**config.mk**
```make
export PLATFORM = sky130hd
export DESIGN_NAME = instruction_fetch_unit
export DESIGN_NICKNAME = d
export VERILOG_FILES = /design/src/rtl/instruction_fetch_unit.sv
export SDC_FILE = /design/constraint.sdc
export NUM_CORES = 1
export LEC_CHECK = 0
export CORE_MARGIN = 1.5
export CORE_UTILIZATION = 44
export DETAILED_ROUTE_END_ITERATION = 12
export GPL_TIMING_DRIVEN = 0
export PLACE_DENSITY = 0.86
export SYNTH_ARGS = -nofsm -noshare
export SYNTH_HDL_FRONTEND = slang
export SYNTH_SLANG_ARGS = --single-unit
```
**constraint.sdc**
```tcl
create_clock -name CLK -period 4.8 [get_ports CLK]
set_clock_uncertainty 0.05 [all_clocks]
set_input_delay 0.96 -clock CLK [delete_from_list [all_inputs] [get_ports CLK]]
set_output_delay 0.96 -clock CLK [all_outputs]
set_load 0.05 [all_outputs]
```
**src/rtl/instruction_fetch_unit.sv**
```systemverilog
// Instruction fetch unit: owns the PC, reads instruction memory and hands one
// word at a time to decode over a valid/ready handshake.
module instruction_fetch_unit #(
  parameter logic [31:0] RESET_PC  = 32'h0,
  parameter int          MEM_BYTES = 256
) (
  input  logic        CLK,
  input  logic        Reset,
  output logic [31:0] IAddr,
  output logic        RW,
  input  logic [31:0] IDataIn,
  input  logic        PCWre,
  input  logic        Redirect,
  input  logic [31:0] RedirectAddr,
  output logic [31:0] InstOut,
  output logic [31:0] PCOut,
  output logic        InstValid,
  input  logic        InstReady,
  output logic        AddrErr
);

  typedef enum logic [1:0] {START, FETCH, HOLD, ERROR} state_t;

  localparam logic [31:0] ADDR_MASK = 32'(MEM_BYTES - 1);

  state_t      state;
  logic [31:0] pc;
  logic [31:0] next_pc;
  logic        redirect_ok;
  logic        can_fetch;

  assign next_pc     = (pc + 32'd4) & ADDR_MASK;
  assign redirect_ok = (RedirectAddr[1:0] == 2'b00) && (RedirectAddr < 32'(MEM_BYTES));
  // A new word may be captured when the buffer is empty or being drained.
  assign can_fetch   = PCWre && (!InstValid || InstReady);
  assign IAddr       = pc;
  assign RW          = 1'b1;

  always_ff @(posedge CLK) begin
    if (!Reset) begin
      state     <= START;
      pc        <= RESET_PC;
      InstOut   <= 32'h0;
      PCOut     <= 32'h0;
      InstValid <= 1'b0;
      AddrErr   <= 1'b0;
    end else begin
      case (state)
        START: state <= FETCH;
        FETCH, HOLD: begin
          if (Redirect) begin
            InstValid <= 1'b0;
            if (redirect_ok) begin
              pc    <= RedirectAddr;
              state <= FETCH;
            end else begin
              AddrErr <= 1'b1;
              state   <= ERROR;
            end
          end else if (can_fetch) begin
            InstOut   <= IDataIn;
            PCOut     <= pc;
            InstValid <= 1'b1;
            pc        <= next_pc;
            state     <= FETCH;
          end else if (InstValid && !InstReady) begin
            state <= HOLD;
          end else begin
            // Halted: a presented word drains, nothing new is fetched.
            InstValid <= 1'b0;
            state     <= FETCH;
          end
        end
        ERROR: state <= ERROR;
        default: state <= START;
      endcase
    end
  end

endmodule

```
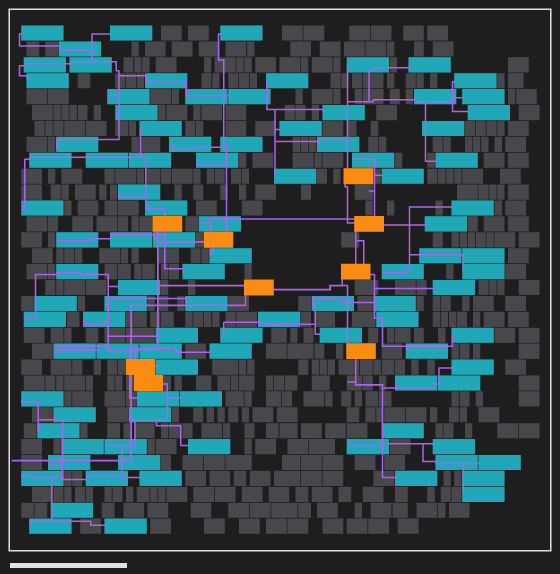
Fig. 1. Clock network drawn from the DEF (run 1).
Scale bar: 20 um.
[clock wires] purple | length: 1,030 um
[flip-flops] cyan | count: 100
[cells driving clock nets] orange | count: 9
routed clock nets	10
clk latency late pin: 0.34 ns
P_clk: 0.484 mW

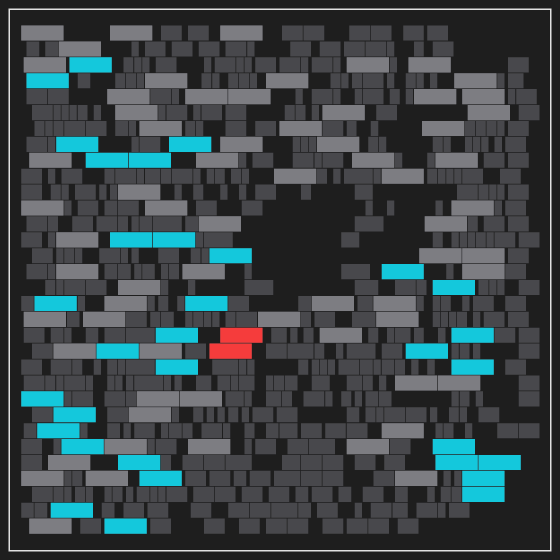
Fig. 2. Register map, names as in the netlist (run 1).
Other sequential cells in the stronger grey, the rest of the logic in the fainter grey.
signal	colour	placed flops
PCOut	cyan	32
state	red	2
not coloured	66

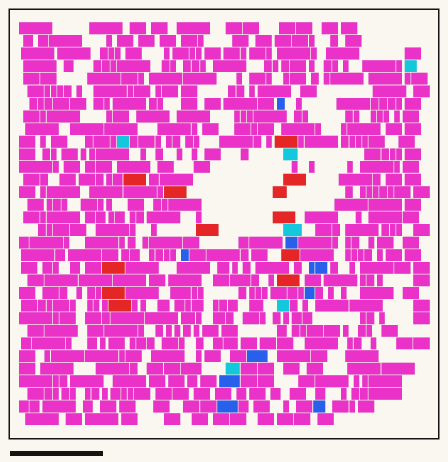
Fig. 3. Sizing map (run 1).
Scale bar: 20 um.
size	colour	cells
drive 2	blue	10
drive 3 to 4	cyan	6
drive 6 and up	red	12
drive 1 or less	magenta	565
Worst Setup Slack, final: 1.84 ns
area grow syn2layout: 55.9%
design area: 5480 um2
nonclk buf count: 191

==> run_results.csv, run 1 <==
group,metric,value,unit
layout,sh_comb_area,25.4,%
power,seq-power,0.853,mW
setup_path,cpMaxStageDelayCell,"a21oi_1",
timing,setup_viol,0,
synthesis,yosysTopAreaCell,"dfxtp_1",
global_routing,antenna_found_initial,0,
setup_path,crit_family,"AND-OR/OR-AND gates",
timing,relSlewSlack,30.9,%
routing,vias_per_cell,4.87,
clocking,htree_levels,3,
synthesis,synth-seq-area-share,57.0,%
place,globalplace.congestion,0.757,
synthesis,synthFlopType,"dfxtp_1",
synthesis,yosys.cell_count.top_type,"nand2_1",
synthesis,synth-warning-count,0,
synthesis,synth.logic.top_family,"simple AND/OR/NAND/NOR gates",
synthesis,edf_count,0,
timing,rsz0062_at_grt,"false",
routing,ant_nets,0,
die,die_y,92.3,um
die,die_w,92.3,um
layout,n_all_inverters,4,
setup_path,path_class,"in2reg",
die,io_pins,168,
layout,design.seq.count,100,
clocking,clkTransAtPathRegs,0.09,ns
power,internal_power,1.14,mW
place,dpl.cell_count,680,
synthesis,ys_sh_aoi,12.7,%
power,power_density,283,nW/um2
synthesis,syn_area_per_cell,8.52,um2
global_routing,busiest_layer,"met2",
routing,drtIter0Drc,109,
die,initial_core_util,45.5,%
setup_path,cp_num_buf_inv,2,
timing,finalCritPeriodShare,61.7,%
routing,drt-wirelength-per-cell,14.4,um
global_routing,grt_pass1_wl,16.1,mm
synthesis,synth_cell_types,36,
synthesis,yosys-top-cells-area,"dfxtp_1, nand2_1, a21oi_1, and2_1, clkbuf_1",
global_routing,grtUsageMet3,8.70,%
synthesis,synth-seq-cells,100,
setup_path,crit_top_cell,"a21oi_1",
power,power_frac_seq,55.1,%
run,cap_violations,0,
clocking,numCtsBuffers,9,
timing,report.final.hold_viol_count,0,
clocking,cts-root-buf,"clkbuf_8",
power,p_switching,0.412,mW
timing,min_period,2.96,ns
layout,diodes,0,
power,p_comb,0.213,mW
synthesis,ys_top_cells_by_count,"nand2_1, dfxtp_1, a21oi_1",
hold_path,holdCritPathClass,"reg2reg",
power,p_leak,1.88,nW
power,netSwitchingFraction,26.6,%
synthesis,synth_top_area_share,57.0,%
routing,first_pass_iters,4,
outcome,status,"finished, final reports clean",
layout,bufAreaShareNonClock,32.3,%
timing,slew_violations,0,
timing,worst_pin_slew,1.04,ns
layout,final_nets,661,
power,pwr-share-clk,31.2,%
routing,wl_met2,4.87,mm
layout,drive_above_1_share,4.72,%
clocking,cts_sinks,100,
global_routing,gr-usage-met2,40.9,%
setup_path,crit_chain,"clkdlybuf4s50_1 -> nand3b_1 -> a21oi_1 -> clkbuf_1 -> nand2_1 -> a21oi_1",
clocking,cts_hold_buf,0,
routing,totalWireLength,9.98,mm
setup_path,worstSetupStartpointType,"input pin",
synthesis,simple_gate_share,25.1,%
hold_path,hold_start,"PCOut[0]$_SDFFE_PN0P_",
==> run 1: cells in the final DEF, fill, tap and decap left out, drive strengths merged, types with 4 or more instances in the layout <==
| cell | instances |
|---|---|
| clkdlybuf4s50 | 166 |
| nand2 | 136 |
| dfxtp | 100 |
| a21oi | 72 |
| clkbuf | 31 |
| and2 | 25 |
| nor2 | 8 |
| nor4 | 7 |
| inv | 5 |
| buf | 4 |
==> run 1: path summary, 6_finish.rpt <==
path                                               end  slack, ns  cells after the start
worst max-delay path            PCOut[15]$_SDFFE_PN0P_       1.84                      6
worst min-delay path             PCOut[0]$_SDFFE_PN0P_       0.41                      2
worst max register to register  PCOut[15]$_SDFFE_PN0P_       2.22                      7
worst min register to register   PCOut[0]$_SDFFE_PN0P_       0.41                      2
Fig. 4: run 1, clock wiring as the flow saved it
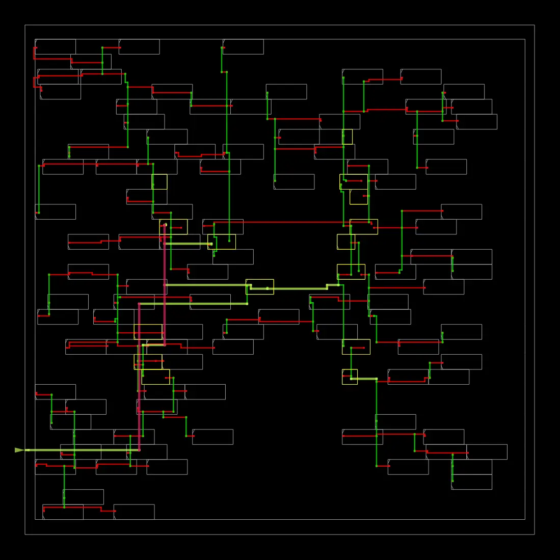

## Run 2: what changed since run 1
--- a/config.mk
+++ b/config.mk
@@ -6,10 +6,10 @@
 export NUM_CORES = 1
 export LEC_CHECK = 0
 export CORE_MARGIN = 1.5
-export CORE_UTILIZATION = 44
+export CORE_UTILIZATION = 36
 export DETAILED_ROUTE_END_ITERATION = 12
 export GPL_TIMING_DRIVEN = 0
-export PLACE_DENSITY = 0.86
+export PLACE_DENSITY = 0.75
 export SYNTH_ARGS = -nofsm -noshare
 export SYNTH_HDL_FRONTEND = slang
 export SYNTH_SLANG_ARGS = --single-unit
==> constraint.sdc (replaced) <==
create_clock -name CLK -period 2.7 [get_ports CLK]
set_clock_uncertainty 0.05 [all_clocks]
set_input_delay 0.54 -clock CLK [delete_from_list [all_inputs] [get_ports CLK]]
set_output_delay 0.54 -clock CLK [all_outputs]
set_load 0.05 [all_outputs]
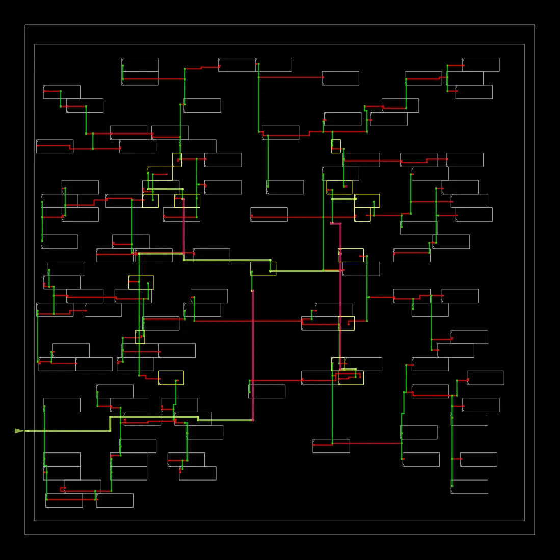
Fig. 5. Clock wiring as the flow saved it (run 2).
Num Clock Sinks: 100
P_clk: 0.864 mW

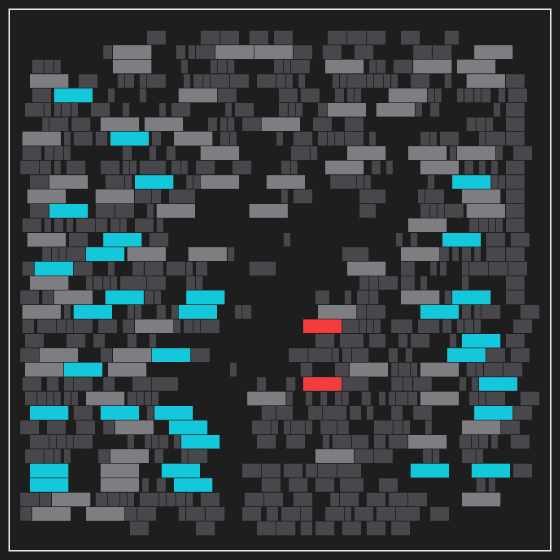
Fig. 6. Register map, names as in the netlist (run 2).
Other sequential cells in the stronger grey, the rest of the logic in the fainter grey.
signal	colour	placed flops
PCOut	cyan	32
state	red	2

==> run 2 against run 1 <==
  * Clock-buffer cell count is 1 lower
  * Utilization is 12 points lower
  * Final cell count is 4.0% higher
  * First-iteration DRC count is 52% lower
  * Hold slack better by 0.0013 ns
  * Flip-flop count stayed put
  * Register-to-register slack worse by 1.8 ns
  * Cell area is 0.64% higher
  * Global-route usage is 3.9 points lower
  * Largest cell class unchanged
  * Largest power group unchanged
  * Highest routed layer unchanged
==> run_results.csv, run 2 <==
group,metric,value,unit
layout,n_all_inverters,4,
layout,final_cell_mix,"clkdlybuf4s50_1, nand2_1, dfxtp_1",
synthesis,edf_count,0,
hold_path,holdPathEnd,"PCOut[27]$_SDFFE_PN0P_",
synthesis,synth-seq-area-share,57.0,%
synthesis,synthFlopType,"dfxtp_1",
hold_path,holdCritPathClass,"reg2reg",
layout,final_nets,661,
timing,finalCritPeriodShare,87.4,%
place,dpl.cell_count,707,
setup_path,worstSetupStartpointType,"input pin",
setup_path,r2r-end,"PCOut[1]$_SDFFE_PN0P_",
routing,vias_per_cell,4.60,
synthesis,yosys.cell_count.top_type,"nand2_1",
layout,largest_class,"sequential cells",
clocking,clk_latency,0.35,ns
synthesis,synth-warning-count,0,
power,top_power_group,"registers",
routing,totalWireLength,9.90,mm
synthesis,yosysTopAreaCell,"dfxtp_1",
setup_path,cp.depth,8,
place,port_buffers,166,
setup_path,crit_chain,"clkdlybuf4s50_1 -> nor4_1 -> nand4_1 -> or2_4 -> and3_4 -> buf_6 -> clkbuf_1 -> and2_1",
layout,sh_comb_area,25.3,%
layout,bufAreaShareNonClock,32.1,%
hold_path,hold_start,"PCOut[27]$_SDFFE_PN0P_",
global_routing,grt_pass1_wl,15.9,mm
global_routing,antenna_found_initial,0,
setup_path,rrSetupSlack,0.42,ns
hold_path,hold_depth,2,
die,core-area,9330,um2
run,cap_violations,0,
power,seq-power,1.52,mW
routing,first_pass_iters,4,
clocking,clkTransAtPathRegs,0.09,ns
clocking,cts-root-buf,"clkbuf_8",
routing,drtIter0Drc,52,
timing,relSlewSlack,62.9,%
timing,max_freq,424,MHz
setup_path,path_class,"in2reg",
timing,rsz0062_at_grt,"false",
synthesis,synthArstFlopShare,0,%
power,finalPower,2.76,mW
global_routing,grtUsageMet3,8.49,%
clocking,numCtsBuffers,9,
power,p_switching,0.754,mW
die,die_y,102,um
power,internal_power,2.01,mW
power,comb_power_share,13.7,%
clocking,htree_levels,3,
power,p_leak,1.89,nW
power,pwr-share-clk,31.3,%
routing,top_layer_used,"met4",
timing,slew_violations,0,
layout,design.seq.count,100,
synthesis,yosys-top-cells-area,"dfxtp_1, nand2_1, a21oi_1, and2_1, clkbuf_1",
die,initial_core_util,37.7,%
setup_path,cpMaxStageDelayCell,"clkdlybuf4s50_1",
layout,buffers,191,
setup_path,cp_num_buf_inv,3,
layout,drive_above_1_share,5.05,%
routing,drt-wirelength-per-cell,13.7,um
synthesis,synth-seq-cells,100,
setup_path,r2r_cells,8,
power,power_frac_seq,55.0,%
synthesis,synth_top_area_share,57.0,%
global_routing,gr-usage-met2,33.2,%
timing,report.final.hold_viol_count,0,
routing,wl_met2,4.70,mm
synthesis,synth_cell_types,36,
power,power_density,501,nW/um2
setup_path,crit_family,"simple AND/OR/NAND/NOR gates",
timing,setup_viol,0,
synthesis,ys_top_cells_by_count,"nand2_1, dfxtp_1, a21oi_1",
power,p_comb,0.378,mW
timing,worst_pin_slew,0.557,ns
synthesis,syn_area_per_cell,8.52,um2
power,netSwitchingFraction,27.3,%
die,io_pins,168,
setup_path,endpoint,"IAddr[24]$_SDFFE_PN0P_",
die,die_w,102,um
layout,diodes,0,
setup_path,critical_path.startpoint,"RedirectAddr[26]",
clocking,cts_hold_buf,0,
layout,synthToLayoutAreaGrowth,56.9,%
global_routing,busiest_layer,"met2",
routing,ant_nets,0,
outcome,status,"finished, final reports clean",
layout,final_common_cell,"clkdlybuf4s50_1",
place,globalplace.congestion,0.717,
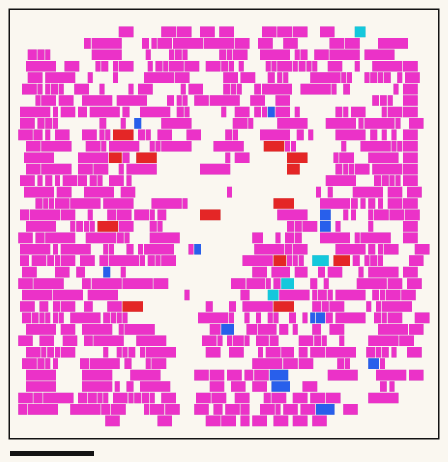
Fig. 7. Sizing map (run 2).
Scale bar: 20 um.
size	colour	cells
drive 3 to 4	cyan	4
drive 1 or less	magenta	564
drive 6 and up	red	13
drive 2	blue	13
design area: 5510 um2
Worst Setup Slack, final: 0.341 ns

run 2: cell counts after synthesis:
Identical to the previous run, type by type.
run 2: worst register-to-register path, cell delays in order, from the launching register on:
cell	delay, ns
dfxtp_1	0.35
inv_1	0.05
ha_1	0.35
nand3b_1	0.18
a21o_1	0.29
buf_2	0.31
clkbuf_1	0.39
nand2_1	0.10
a21oi_1	0.16
run 2: logic make-up (layout without fill, tap and decap cells):
family                   Yosys count  count (layout)  synth area share [%]
AND-OR/OR-AND                     83              83                  12.7
adder cells (fa/ha/maj)            3               3                  1.07
buffers and inverters             29             211                  3.46
flip-flops                       100             100                  57.0
multiplexers                       2               2                 0.570
other                              1               1                 0.107
AND/OR/NAND/NOR                  194             194                  25.1
Power figures rest on the tool's default switching activity, not on a simulated workload.
